$ cat src/rtl/tdm_pkg.sv
// Shared types and constants for the TDM demultiplexer.
package tdm_pkg;

   typedef enum logic {
      HUNT   = 1'b0,
      LOCKED = 1'b1
   } state_t;

   localparam int MISS_LIMIT = 2;

   function automatic int slot_lsb(input int k, input int w);
      return k * w;
   endfunction

endpackage

$ cat src/rtl/tdm_slot_counter.sv
// Mod-N_CH slot counter: clear, load-to-1 (frame start), increment with wrap, or hold.
module tdm_slot_counter #(
   parameter int N_CH = 4
) (
   input  logic                    clk,
   input  logic                    rst,
   input  logic                    clr,
   input  logic                    load,
   input  logic                    inc,
   output logic [$clog2(N_CH)-1:0] cnt
);
   localparam int CW = $clog2(N_CH);

   always_ff @(posedge clk or posedge rst) begin
      if (rst) begin
         cnt <= '0;
      end else if (clr) begin
         cnt <= '0;
      end else if (load) begin
         cnt <= CW'(1);
      end else if (inc) begin
         cnt <= (cnt == CW'(N_CH - 1)) ? '0 : cnt + CW'(1);
      end
   end

endmodule

$ cat src/rtl/tdm_demux.sv
// TDM demultiplexer: aligns to frame_sync, stages slots, publishes whole frames atomically.
//   state  | meaning
//   HUNT   | not aligned; beats discarded until one carries frame_sync
//   LOCKED | aligned; beats stored by slot, frame published after slot N_CH-1
module tdm_demux
   import tdm_pkg::*;
#(
   parameter int N_CH = 4,
   parameter int W    = 8
) (
   input  logic              clk,
   input  logic              rst,
   input  logic [W-1:0]      din,
   input  logic              din_valid,
   input  logic              frame_sync,
   output logic [N_CH*W-1:0] ch_data,
   output logic [N_CH-1:0]   ch_valid,
   output logic              frame_valid,
   output logic              locked,
   output logic              sync_err
);
   localparam int CW = $clog2(N_CH);

   state_t            state, state_nx;
   logic [1:0]        miss, miss_nx;
   logic [CW-1:0]     cnt;
   logic              cnt_clr, cnt_load, cnt_inc;
   logic              store, publish, err_nx;
   logic [CW-1:0]     store_idx;
   logic [N_CH-1:0]   cv_nx;
   logic [W-1:0]      staging [N_CH];
   logic [N_CH*W-1:0] pub_word;

   tdm_slot_counter #(.N_CH(N_CH)) u_cnt (
      .clk  (clk),
      .rst  (rst),
      .clr  (cnt_clr),
      .load (cnt_load),
      .inc  (cnt_inc),
      .cnt  (cnt)
   );

   always_ff @(posedge clk or posedge rst) begin
      if (rst) begin
         state <= HUNT;
         miss  <= '0;
      end else begin
         state <= state_nx;
         miss  <= miss_nx;
      end
   end

   always_comb begin
      state_nx = state;
      miss_nx  = miss;
      cnt_clr  = 1'b0;
      cnt_load = 1'b0;
      cnt_inc  = 1'b0;
      store    = 1'b0;
      publish  = 1'b0;
      err_nx   = 1'b0;
      if (din_valid) begin
         case (state)
            HUNT: begin
               if (frame_sync) begin
                  state_nx = LOCKED;
                  cnt_load = 1'b1;
                  store    = 1'b1;
                  miss_nx  = '0;
               end
            end
            LOCKED: begin
               if (frame_sync) begin
                  cnt_load = 1'b1;
                  store    = 1'b1;
                  if (cnt == '0) miss_nx = '0;
                  else           err_nx  = 1'b1;
               end else if (cnt == '0 && miss == 2'(MISS_LIMIT - 1)) begin
                  // second consecutive missed sync: give up alignment, drop this beat
                  state_nx = HUNT;
                  cnt_clr  = 1'b1;
                  miss_nx  = '0;
               end else begin
                  store   = 1'b1;
                  cnt_inc = 1'b1;
                  if (cnt == '0)              miss_nx = miss + 2'd1;
                  if (cnt == CW'(N_CH - 1))   publish = 1'b1;
               end
            end
            default: state_nx = HUNT;
         endcase
      end
   end

   assign store_idx = frame_sync ? '0 : cnt;

   always_comb begin
      cv_nx    = '0;
      pub_word = '0;
      for (int k = 0; k < N_CH; k++) begin
         cv_nx[k] = store && (store_idx == CW'(k));
         // the last slot is published straight from din, same cycle it arrives
         pub_word[slot_lsb(k, W) +: W] = (k == N_CH - 1) ? din : staging[k];
      end
   end

   always_ff @(posedge clk or posedge rst) begin
      if (rst) begin
         for (int k = 0; k < N_CH; k++) staging[k] <= '0;
      end else if (store) begin
         for (int k = 0; k < N_CH; k++)
            if (store_idx == CW'(k)) staging[k] <= din;
      end
   end

   always_ff @(posedge clk or posedge rst) begin
      if (rst) begin
         ch_data     <= '0;
         ch_valid    <= '0;
         frame_valid <= 1'b0;
         locked      <= 1'b0;
         sync_err    <= 1'b0;
      end else begin
         ch_valid    <= cv_nx;
         frame_valid <= publish;
         locked      <= (state_nx == LOCKED);
         sync_err    <= err_nx;
         if (publish) ch_data <= pub_word;
      end
   end

endmodule
$ cat config.mk
export PLATFORM = sky130hd
export DESIGN_NAME = tdm_demux
export DESIGN_NICKNAME = d
export VERILOG_FILES = /design/src/rtl/tdm_pkg.sv /design/src/rtl/tdm_slot_counter.sv /design/src/rtl/tdm_demux.sv
export SDC_FILE = /design/constraint.sdc
export NUM_CORES = 1
export LEC_CHECK = 0
export CORE_MARGIN = 2
export CORE_UTILIZATION = 50
export DETAILED_ROUTE_END_ITERATION = 12
export HOLD_SLACK_MARGIN = 0.12
export PLACE_DENSITY = 0.81
export REMOVE_ABC_BUFFERS = 1
export SLEW_MARGIN = 5
export SYNTH_ARGS = -nofsm -noshare
export SYNTH_HDL_FRONTEND = slang
export SYNTH_SLANG_ARGS = --single-unit
$ cat constraint.sdc
create_clock -name clk -period 5.09 [get_ports clk]
set_clock_uncertainty 0.1 [all_clocks]
set_input_delay 1.018 -clock clk [delete_from_list [all_inputs] [get_ports clk]]
set_output_delay 1.018 -clock clk [all_outputs]
set_load 0.005 [all_outputs]
Figure 1. Gate-type map (run 1).
(6 px per um)
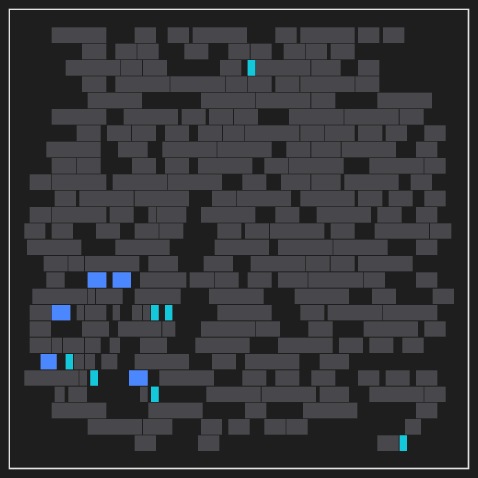
- blue: non-inverting ao/oa cells (cells 5; most used a22o_1)
- cyan: inv cells (cells 7; most used inv_1)
multi-input logic portion of the cell area: 0.2596
leading cell type in the layout, fill and taps excluded: sky130_fd_sc_hd__dfrtp_1
post-route non-filler standard cell count: 296

Figure 2. Drive-strength map (run 1).
(6 px per um)
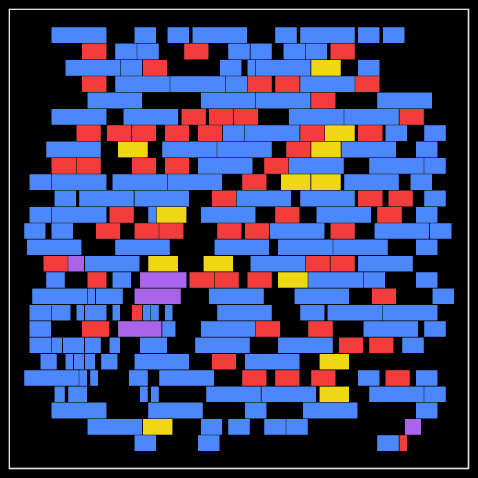
- red: _2 cells (cells 59; share 26%; most used mux2_2)
- yellow: _6 and larger (cells 13; share 5.8%; most used clkbuf_8)
- blue: _0 and _1 cells (cells 149; share 66%; most used dfrtp_1)
- purple: _3 and _4 cells (cells 5; share 2.2%)

==> summary.txt, run 1 <==
Status of the implementation.

- Counting flops with a built-in enable in the synthesized netlist gives 0.
- In the final layout, the share of cells above drive strength 1 is 0.3407.
- The slew at the pin with the worst max-slew slack is 0.8145 ns, for reference.
- The timing report shows that the slowest cell on the worst path is sky130_fd_sc_hd__clkdlybuf4s50_1.
- Detailed routing placed a total of 2.013 mm of wire on met2.
- The last weighted congestion value of the routability-driven placer is approximately 0.72, for reference.
- Looking at the hold checks, the worst path lands on ch_data[8]$_DFFE_PP0P_.
- In this run the VDD rail shows a maximum IR drop of between 0.0002 and 0.0003 V.
- Measured in cells, the most critical reg-to-reg path has a length of 5.
- In the global route stage, met3 resource usage came out at 0.05806.
- The combinational logic power is 596 uW, for reference.
- The share of the final layout cell area in sequential cells is 0.4970, for reference.
- The share of flip-flops with an asynchronous set or reset is 1.000, for reference.
- The post-cts resize count is 0, for reference.
- The initial antenna violation count is 0, for reference.
- The number of design rule violations left after detail routing is 0, for reference.
- The clock tree root driver cell is sky130_fd_sc_hd__clkbuf_8, for reference.
- The final timing report derives a shortest allowable period of 2.810 ns.
- The share of synthesized area in the top cell type comes to 0.6418.
- The post-placement cell area is 3182 um^2.
- Looking at the clock tree report, the H-tree level count equals 3.
- The summed standard-cell area reported by yosys is 2613 um^2, for reference.
- The worst-path maximum fanout is 11, for reference.
- The buffer count from post-CTS setup fixing is 0, for reference.
- Yosys reports the multiplexer fraction of the synthesized area as 0.2414.
- The finished design was reported to have a net count of 235.
- The largest incremental delay on the critical path is 0.72 ns, for reference.
- STA classifies the critical path endpoint as a flip-flop.
- According to the floorplan report, the total die area is between 5000 and 6000 um^2.
- The flow inserted 70 tap cells.
- The pre-antenna-repair detailed-routing pass consisted of 4 iterations.
- For this design the total switching power over the nets is about 500 uW.
- The average instance in the mapped netlist occupies 15.83 um^2.
- The detail-routed net length per standard cell is 14.69 um, for reference.
- The biggest slice of the total power is consumed by sequential cells.
- The detailed-route wire length is roughly 4.3 mm, for reference.
- The total routing resource utilization after global routing is 0.1666, for reference.
- The final HPWL from detailed placement is 2.839 mm, for reference.
- The multi-input combinational cells in the finished layout cover a total of 875.8 um^2.
- For met1 alone, demand over resource in global routing was 0.2315.
- Synthesis handed over a netlist of about 170 instances.
- The complex-gate fraction of the synthesized area is 0.03065, for reference.
- Data on the critical path arrives at its endpoint at ~2.9 ns.
- The dominant non-sequential cell family after synthesis is multiplexers, for reference.
- The warning tally printed by Yosys for this design is 0.
- For the worst-skew pair, the clock arrives at the later sink with an insertion delay of 0.33 ns.
- The top layer reached by signal wires is met4, for reference.
- After routing the design area is 3373 um^2.
- The combinational gate count is ~84, for reference.
- The total congestion overflow is 0, for reference.
- The share of the Yosys chip area taken by registers is 0.6418.
- The worst hold path depth is 1, for reference.
- The type recorded for the worst min-delay path is flip-flop to flip-flop.
- Summing over every cut layer, the via total after detailed routing is between 1500 and 2000.
- Of the total synthesized cell area, the portion taken by XOR and XNOR cells is 0.
- The summed instance area of the synthesized netlist is about 2600 um^2, for reference.
- The switching power as a share of total power is 0.2664, for reference.
- The startpoint identified for the worst register-to-register timing path is u_cnt.cnt[0]$_DFFE_PP0P_.
- After synthesis, the cell types taking the most area are sky130_fd_sc_hd__dfrtp_1, sky130_fd_sc_hd__mux2_2, sky130_fd_sc_hd__nor4_4.
- The run finished with clean final reports.
- TritonCTS built the clock tree.
- The cell total in the yosys stat output is ~170, for reference.
- At the placement stage, the worst setup path has a slack of 1.941 ns.
- The wire length on met1 is ~2.1 mm, for reference.
- The count of final hold-check violations is 0, for reference.
- The number of ordinary and repair buffers in the finished layout is 52, for reference.
- The sequential cell fraction of total power is 0.467, for reference.
- The number of buffers created by CTS is 9, for reference.
- After global routing, the most crowded layer is met2.
- The sequential-cell power consumption is 880 uW, for reference.
- By count the netlist is led by sky130_fd_sc_hd__dfrtp_1, sky130_fd_sc_hd__mux2_2, sky130_fd_sc_hd__inv_1.
Figure 3. Wires at chosen ports, followed through buffers (run 1).
(4 px per um)
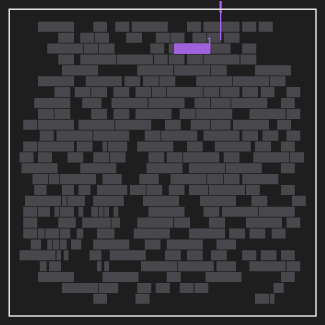
- purple: frame_valid (bits 1; direction output; edge top; end cells 1; buffers 1; wire 10.2 um)
number of top-level pins: 51
number of I/O port buffers: 50

Figure 4. Pin map (run 1).
(6 px per um) Pins as bars across the die edge, other pins in grey.
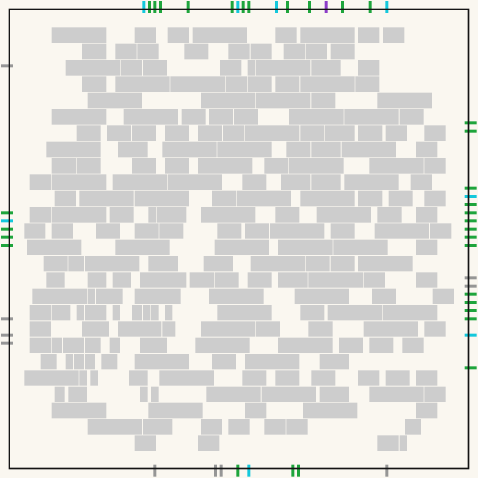
- green: ch_data (pins 32; direction output; edge 14 right, 11 top, 4 left, 3 bottom)
- cyan: din (pins 8; direction input; edge 4 top, 2 right, 1 bottom, 1 left)
- purple: frame_valid (pins 1; direction output; edge top)
- all pins by edge: 18 right, 16 top, 9 left, 8 bottom
die extent in x: 76.29 um
vertical die dimension: 76.29 um

-- run 1: state kept, by name, summed over array words and instances (netlist names) --
| register | count |
|---|---|
| sync_err | 1 |
| u_cnt.cnt | 2 |
| ch_data | 32 |
| pub_word | 24 |
| ch_valid | 4 |
| frame_valid | 1 |
| miss | 2 |
| locked | 1 |
-- run 1: placed cells by master, fill, tap and decap left out, types with 3 or more instances in the layout --
cell type	count
sky130_fd_sc_hd__mux2_2	55
sky130_fd_sc_hd__inv_1	6
sky130_fd_sc_hd__nand2_1	3
sky130_fd_sc_hd__a22o_1	3
sky130_fd_sc_hd__dfrtp_1	67
sky130_fd_sc_hd__o21ai_0	3
sky130_fd_sc_hd__clkbuf_8	13
sky130_fd_sc_hd__clkdlybuf4s50_1	50
Figure 5. Cell outlines without signal wires (run 1).
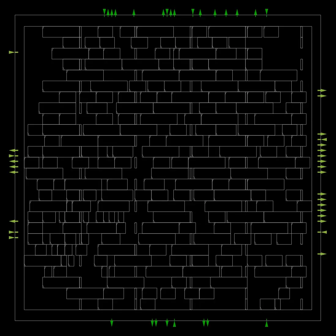

--- run 2 (diff from run 1) ---
Settings changed: CORE_UTILIZATION 50 to 46, PLACE_DENSITY 0.81 to 0.78.
Clock period 5.09 ns to 2.5 ns, I/O delays scaled along.
Figure 6. Cell outlines without signal wires (run 2).
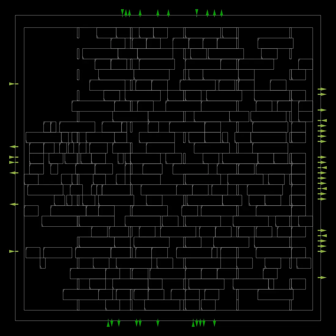
Fill cells: 432
core area: 5507 um^2
well-tap cell count: 72
post-route non-filler standard cell count: 301
flop count: 67

Figure 7. Wires at chosen ports, followed through buffers (run 2).
(3 px per um)
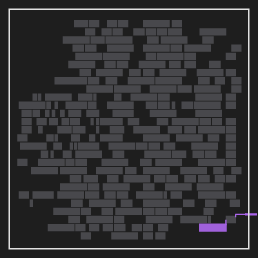
- purple: frame_valid (bits 1; direction output; edge right; end cells 1; buffers 1; wire 6.00 um)

==> run 2 against run 1 <==
  * Worst setup slack got worse by 2.0 ns
  * Routed wire length rose by 2.6%
  * Via count grew 1.9%
  * Synthesized area stayed put
  * Sequential share of layout area is 1.1 points lower
  * Critical endpoint is now pub_word[23]$_DFFE_PP0P_
==> summary.txt, run 2 <==
Status of the implementation.

- Status: finished clean (unchanged).
- The area of the chip came to 6298 um^2 (was 5819 um^2).
- The met3 capacity usage during global routing is 0.03523 (was 0.05806), for reference.
- The initial antenna violation count is 0 (unchanged), for reference.
- The total chip power is 3.944 mW (was 1.886 mW).
- The number of flip-flops in the largest register is 32 (unchanged), for reference.
- The met2 routed wirelength is 2.033 mm (was 2.013 mm), for reference.
- The summed standard-cell area reported by yosys is 2613 um^2 (unchanged), for reference.
- The summed instance area of the synthesized netlist is 2613 um^2 (unchanged).
- The final HPWL from detailed placement is 2.909 mm (was 2.839 mm), for reference.
- The clock latency of the later-clocked register in the worst-skew pair is 0.33 ns (about the same).
- The share of final-layout standard cells stronger than drive strength 1 is 0.3450 (was 0.3407), for reference.
- The top layer reached by signal wires is met4 (unchanged).
- The largest register by flop count is ch_data (unchanged), for reference.
- The proportion of synthesized chip area in sequential cells is 0.6418 (unchanged), for reference.
- The maximum resistive drop on vdd is 0.0004529 V (was 0.0002784 V).
- The worst-path maximum fanout is 9 (was 11).
- The cell with the largest stage delay on the worst path is sky130_fd_sc_hd__dfrtp_1 (was sky130_fd_sc_hd__clkdlybuf4s50_1), for reference.
- The end of the worst hold path is ch_data[3]$_DFFE_PP0P_ (was ch_data[8]$_DFFE_PP0P_).
- The detail-routed net length per standard cell is 14.82 um (was 14.69 um), for reference.
- The total I/O pin count is 51 (unchanged), for reference.
- The kind of cell adding the most delay to the critical path is flip-flops (was simple AND/OR/NAND/NOR gates).
- The leakage power is 1.570 nW (was 1.536 nW), for reference.
- The worst path arrival time is 2.31 ns (was 2.92 ns), for reference.
- The largest incremental delay on the critical path was 0.48 ns (was 0.72 ns).
- The final-stage net count came to 238 (was 235).
- The mean cell area of the mapped netlist is 15.83 um^2 (unchanged), for reference.
- The number of cells traversed by the worst register-to-register path is 6 (was 5).
- The wire length on met1 is 2.129 mm (was 2.084 mm), for reference.
- The total power divided by cell area is 1143 nW/um^2 (was 559.1 nW/um^2), for reference.
- Most numerous logic cells after layout: sky130_fd_sc_hd__dfrtp_1, sky130_fd_sc_hd__mux2_2, sky130_fd_sc_hd__clkdlybuf4s50_1 (unchanged).
- The die boundary width came to 79.36 um (was 76.29 um).
- The count of synthesis-stage warnings from yosys was 0 (unchanged).
- The last weighted congestion value of the routability-driven placer is 0.7810 (was 0.7242), for reference.
- The total congestion overflow came to 0 (unchanged).
- The number of violations of the max-capacitance limit is 0 (unchanged).
- The worst hold path depth is 1 (unchanged), for reference.
- The global routing met1 resource utilization was 0.2094 (was 0.2315).
- The buffer count from post-CTS setup fixing is 0 (unchanged).
- The die span in y is 79.36 um (was 76.29 um).
- The count of flip-flops with a built-in enable after synthesis is 0 (unchanged).
- The post-cts resize count is 0 (unchanged), for reference.
- The slew at the pin with the worst max-slew slack was 0.5348 ns (was 0.8145 ns).
- The most frequently placed logic cell in the final layout is sky130_fd_sc_hd__dfrtp_1 (unchanged), for reference.
- The layer carrying the most global-route usage is met2 (unchanged), for reference.
- The detailed-route via count was 1535 (was 1506).
- The cell total in the yosys stat output is 165 (unchanged), for reference.
- The share of flip-flops with an asynchronous set or reset was 1.000 (unchanged).
- Main area contributors: sky130_fd_sc_hd__dfrtp_1, sky130_fd_sc_hd__mux2_2, sky130_fd_sc_hd__nor4_4 (unchanged).
- The cell count after synthesis is 165 (unchanged), for reference.
- The deepest clock path buffer count is 2 (unchanged), for reference.
- The minimum setup slack after placement came to 0.1054 ns (was 1.941 ns).
- The first-pass iteration count of the detailed router is 4 (unchanged).
- The detailed-route wire length came to 4.461 mm (was 4.347 mm).
- The type of the most critical hold path is flip-flop to flip-flop (unchanged), for reference.
- The area after detailed placement is 3244 um^2 (was 3182 um^2), for reference.
- The count of H-tree levels built during CTS is 3 (unchanged), for reference.
- The final non-filler cell area is 3451 um^2 (was 3373 um^2), for reference.
- The clock tree root driver cell is sky130_fd_sc_hd__clkbuf_8 (unchanged), for reference.
- The maximum clock rate is between 0.4 and 0.5 GHz, for reference.
- The worst path in the final design needs a cycle of 2.188 ns, including I/O delays and setup.
- The TritonCTS clock tree is yes (unchanged), for reference.
- The capturing element type of the critical path was a flip-flop (unchanged).
- The register clock-pin slew on the reported worst setup and hold paths is 0.07 ns (about the same), for reference.
- Most common library cells after synthesis: sky130_fd_sc_hd__dfrtp_1, sky130_fd_sc_hd__mux2_2, sky130_fd_sc_hd__inv_1 (unchanged).
- The count of final hold-check violations is 0 (unchanged).
- The number of buffers created by CTS is 9 (unchanged), for reference.
- The total routing resource utilization after global routing came to 0.1564 (was 0.1666).
- The number of design rule violations left after detail routing is 0 (unchanged).
- The launching point of the worst reg2reg path is u_cnt.cnt[0]$_DFFE_PP0P_ (unchanged), for reference.
## run 2: area by class of cell
type | instances | area (um^2) | share of cell area
clock buffers | 15 | 176.4 | 0.05112
clock inverters | 1 | 30.03 | 0.008702
inverters | 7 | 26.28 | 0.007614
multi-input cells | 84 | 875.8 | 0.2538
flip-flops and latches | 67 | 1677 | 0.4859
well taps | 72 | 90.09 | 0.02611
repair buffers | 55 | 575.6 | 0.1668
## run 2: where the power goes
part	total [mW]	switching [mW]	internal [mW]
logic	1.23	0.393	0.838
registers	1.79	0.265	1.53
clock network	0.919	0.374	0.544
## run 2: kinds of logic after synthesis
family,Yosys count,share of synthesized area
AOI/OAI and AO/OA,11,0.03065
adders and majority gates,2,0.009577
buffers and inverters,14,0.02299
DFF,67,0.6418
muxes,56,0.2414
and+or+nand+nor,15,0.05365
Power figures rest on the tool's default switching activity, not on a simulated workload.
